--- src/rtl/mpsub32_if.sv ---
// rtl/mpsub32_if.sv - operand/result handshake bundle for the word-serial subtractor
interface mpsub32_if #(
  parameter int WIDTH = 256
);
  logic [WIDTH-1:0] a_in;
  logic [WIDTH-1:0] b_in;
  logic             write;
  logic             start;
  logic [WIDTH:0]   d_out;
  logic             ready;

  // Requester side: supplies operands and commands, observes the result
  modport master (
    output a_in, b_in, write, start,
    input  d_out, ready
  );

  // Subtractor side
  modport slave (
    input  a_in, b_in, write, start,
    output d_out, ready
  );
endinterface

--- src/rtl/mpsub32.sv ---
// rtl/mpsub32.sv - word-serial multi-precision subtractor, d = a - b, LSW first with borrow chain
module mpsub32 #(
  parameter int WIDTH = 256,
  parameter int WORD  = 32
) (
  input  logic       CLK,
  input  logic       RST,
  mpsub32_if.slave   bus
);
  localparam int NWORDS = WIDTH / WORD;
  localparam int CW     = (NWORDS > 1) ? $clog2(NWORDS) : 1;

  typedef enum logic {IDLE, RUN} state_t;

  state_t            state, state_next;
  logic [WIDTH-1:0]  a_reg, b_reg;
  // Holds the lower NWORDS-1 result words; the top word is merged straight into d_out
  logic [WIDTH-WORD-1:0] res;
  logic [WIDTH:0]    d_out_q;
  logic              ready_q;
  logic [CW-1:0]     cnt;
  logic              borrow;

  logic              load_op;
  logic              begin_run;
  logic              last_word;
  logic [WORD-1:0]   a_word, b_word;
  logic [WORD:0]     sub_w;

  assign bus.d_out = d_out_q;
  assign bus.ready = ready_q;

  // Current operand slices and the one-word subtract with incoming borrow
  always_comb begin
    a_word = a_reg[cnt*WORD +: WORD];
    b_word = b_reg[cnt*WORD +: WORD];
    sub_w  = {1'b0, a_word} - {1'b0, b_word} - {{WORD{1'b0}}, borrow};
  end

  // Next-state and control decode; write takes priority over start in IDLE
  always_comb begin
    state_next = state;
    load_op    = 1'b0;
    begin_run  = 1'b0;
    last_word  = 1'b0;
    case (state)
      IDLE: begin
        if (bus.write) begin
          load_op = 1'b1;
        end else if (bus.start) begin
          begin_run  = 1'b1;
          state_next = RUN;
        end
      end
      RUN: begin
        if (cnt == CW'(NWORDS - 1)) begin
          last_word  = 1'b1;
          state_next = IDLE;
        end
      end
      default: state_next = IDLE;
    endcase
  end

  // State register
  always_ff @(posedge CLK or posedge RST) begin
    if (RST) state <= IDLE;
    else     state <= state_next;
  end

  // Operand capture, borrow chain, result assembly and ready flag
  always_ff @(posedge CLK or posedge RST) begin
    if (RST) begin
      a_reg   <= '0;
      b_reg   <= '0;
      res     <= '0;
      d_out_q <= '0;
      ready_q <= 1'b0;
      cnt     <= '0;
      borrow  <= 1'b0;
    end else begin
      if (load_op) begin
        a_reg   <= bus.a_in;
        b_reg   <= bus.b_in;
        ready_q <= 1'b0;
      end
      if (begin_run) begin
        cnt     <= '0;
        borrow  <= 1'b0;
        ready_q <= 1'b0;
      end
      if (state == RUN) begin
        // Shift words in from the top so word 0 lands at the bottom after NWORDS-1 cycles
        res    <= {sub_w[WORD-1:0], res[WIDTH-WORD-1:WORD]};
        borrow <= sub_w[WORD];
        cnt    <= cnt + CW'(1);
        if (last_word) begin
          d_out_q <= {sub_w, res};
          ready_q <= 1'b1;
          cnt     <= '0;
        end
      end
    end
  end
endmodule

--- src/flat_wrapper.sv ---
// flat-port wrapper written by rule: the top's interface ports become plain ports
module mpsub32_flat 
#(
  parameter int WIDTH = 256,
  parameter int WORD  = 32
)
  (CLK, RST, bus_a_in, bus_b_in, bus_write, bus_start, bus_d_out, bus_ready);
  mpsub32_if #(.WIDTH(WIDTH)) bus_i ();
  input  logic CLK;
  input  logic RST;
  input wire logic [$bits(bus_i.a_in)-1:0] bus_a_in;
  input wire logic [$bits(bus_i.b_in)-1:0] bus_b_in;
  input wire logic [$bits(bus_i.write)-1:0] bus_write;
  input wire logic [$bits(bus_i.start)-1:0] bus_start;
  output wire logic [$bits(bus_i.d_out)-1:0] bus_d_out;
  output wire logic [$bits(bus_i.ready)-1:0] bus_ready;
  assign bus_i.a_in = bus_a_in;
  assign bus_i.b_in = bus_b_in;
  assign bus_i.write = bus_write;
  assign bus_i.start = bus_start;
  assign bus_d_out = bus_i.d_out;
  assign bus_ready = bus_i.ready;
  mpsub32 #(.WIDTH(WIDTH), .WORD(WORD)) u_core (.CLK(CLK), .RST(RST), .bus(bus_i));
endmodule
--- config.mk ---
export PLATFORM = sky130hd
export DESIGN_NAME = mpsub32_flat
export DESIGN_NICKNAME = d
export VERILOG_FILES = /design/src/rtl/mpsub32_if.sv /design/src/rtl/mpsub32.sv /design/src/flat_wrapper.sv
export SDC_FILE = /design/constraint.sdc
export NUM_CORES = 2
export LEC_CHECK = 0
export ABC_AREA = 1
export CAP_MARGIN = 10
export CORE_AREA = 2 2 300 302
export CTS_BUF_LIST = sky130_fd_sc_hd__clkbuf_4 sky130_fd_sc_hd__clkbuf_8
export DETAILED_ROUTE_END_ITERATION = 12
export DIE_AREA = 0 0 302 304
export HOLD_SLACK_MARGIN = 0.03
export PLACE_DENSITY = 0.78
export SYNTH_ARGS = -nofsm -noshare
export SYNTH_HDL_FRONTEND = slang
export SYNTH_SLANG_ARGS = --single-unit
--- constraint.sdc ---
create_clock -name CLK -period 93.1 [get_ports CLK]
set_input_delay 9.31 -clock CLK [delete_from_list [all_inputs] [get_ports CLK]]
set_output_delay 9.31 -clock CLK [all_outputs]
set_load 0.01 [all_outputs]
Fig. 1: signal wires on met3
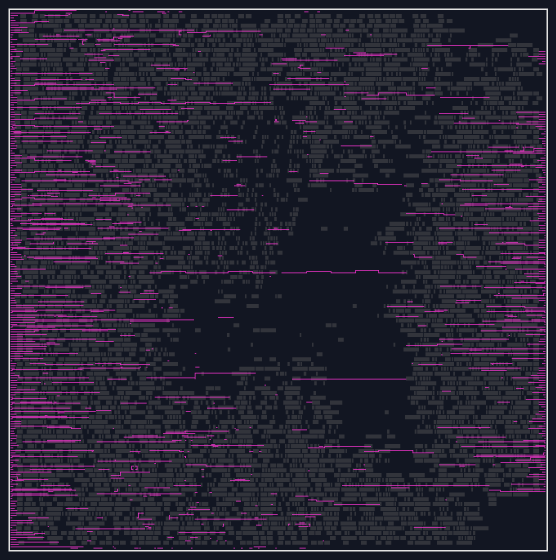
wire length on this layer: 9780 µm
share of all routed wire: 7.2%
main direction: horizontal

Fig. 2: congestion heat map
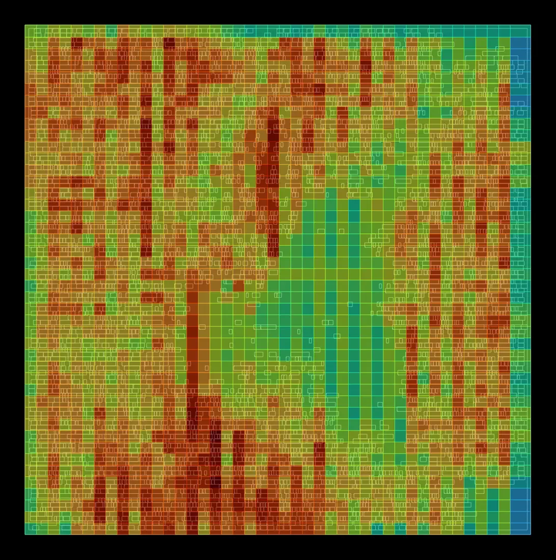
GR Util met2: 47.16%
routed length per instance: 20.60 µm

==> impl_metrics.tcl <==
# implementation run metrics
set metrics [dict create \
    internal_power_mw 1.356 \
    seq_cell_count 999 \
    stdcell_count 6578 \
    crit_slowest_cell "buf_4" \
    fillCellCount 7240 \
    sw_frac_of_total_pct 45.41 \
    dr.pass1.iters 5 \
    antenna_cells 51 \
    ys_async_sr_fraction_pct 100.0 \
    final_cell_mix "dfrtp_1 (995), clkdlybuf4s50_1 (773), o21ai_0 (743), nand2_1 (730), inv_1 (504)" \
    crit_path_end "u_core.b_reg[70]$_DFFE_PP0P_" \
    synth_flops 999 \
    required_ns 93.80 \
    io_pins 774 \
    buffers_excl_clock 804 \
    gp_congestion 0.8917 \
    clk_transition_reported_paths_ns 0.06 \
    finalInstanceArea_um2 55470 \
    dp_cells 6245 \
    setup-tns-final_ns 0 \
    yosys.area.top_type_share_pct 57.52 \
    fin_util_pct 62.29 \
    avgSynthCellArea_um2 9.560 \
    warning_count 56 \
    routed_wl_mm 135.5 \
    power_frac_clock_pct 16.2 \
    layout.comb_gates.multi_input 2759 \
    layout.nets 5814 \
    max_slew.worst_pin.slew_ns 1.158 \
    clk_share_pct 6.275 \
    holdPathStages 2 \
    hold_path.class "flip-flop to flip-flop" \
    initCoreUtil_pct 48.81 \
    vias_per_cell 5.263 \
    largest_register_ffs 257 \
    taps 1176 \
    grt_util_met3_pct 7.496 \
    met3WireLength_mm 9.783 \
    cts_buffers 163 \
    cp_top_family "buffers and inverters" \
    path_max_fanout 240 \
    finalCriticalPeriod_ns 12.87 \
    ys_seq_share_pct 57.52 \
    dp_slack_ns 79.41 \
    regArea_um2 25010 \
    status "complete, no violations" \
    die_w_um 302 \
    whs_ns 0.4697 \
    root_buffer "clkbuf_8" \
]
kinds of logic (layout without fill, tap and decap cells):
family / count (synthesis) / count (layout) / share of synthesized area, %
buffers and inverters: 788 / 1593 / 7.007
AOI/OAI and AO/OA: 1212 / 1212 / 14.52
and+or+nand+nor: 1144 / 1144 / 10.36
muxes: 324 / 324 / 8.395
other: 0 / 51 / 0
adders and majority gates: 64 / 64 / 1.877
xor gates and xnor gates: 15 / 15 / 0.3196
DFF: 999 / 999 / 57.52
power by group through the flow:
stage / registers [mW] / clock network (mW) / logic, mW
5_1_grt: 0.789 / 0.430 / 1.47
3_5_place_dp: 0.771 / 0 / 1.32
2_1_floorplan: 0.752 / 0 / 0.816
6_report: 0.768 / 0.403 / 1.31
4_1_cts: 0.766 / 0.410 / 1.33
3_3_place_gp: 0.764 / 0 / 1.29
No activity file was given, so power comes from the tool's default toggle rates.
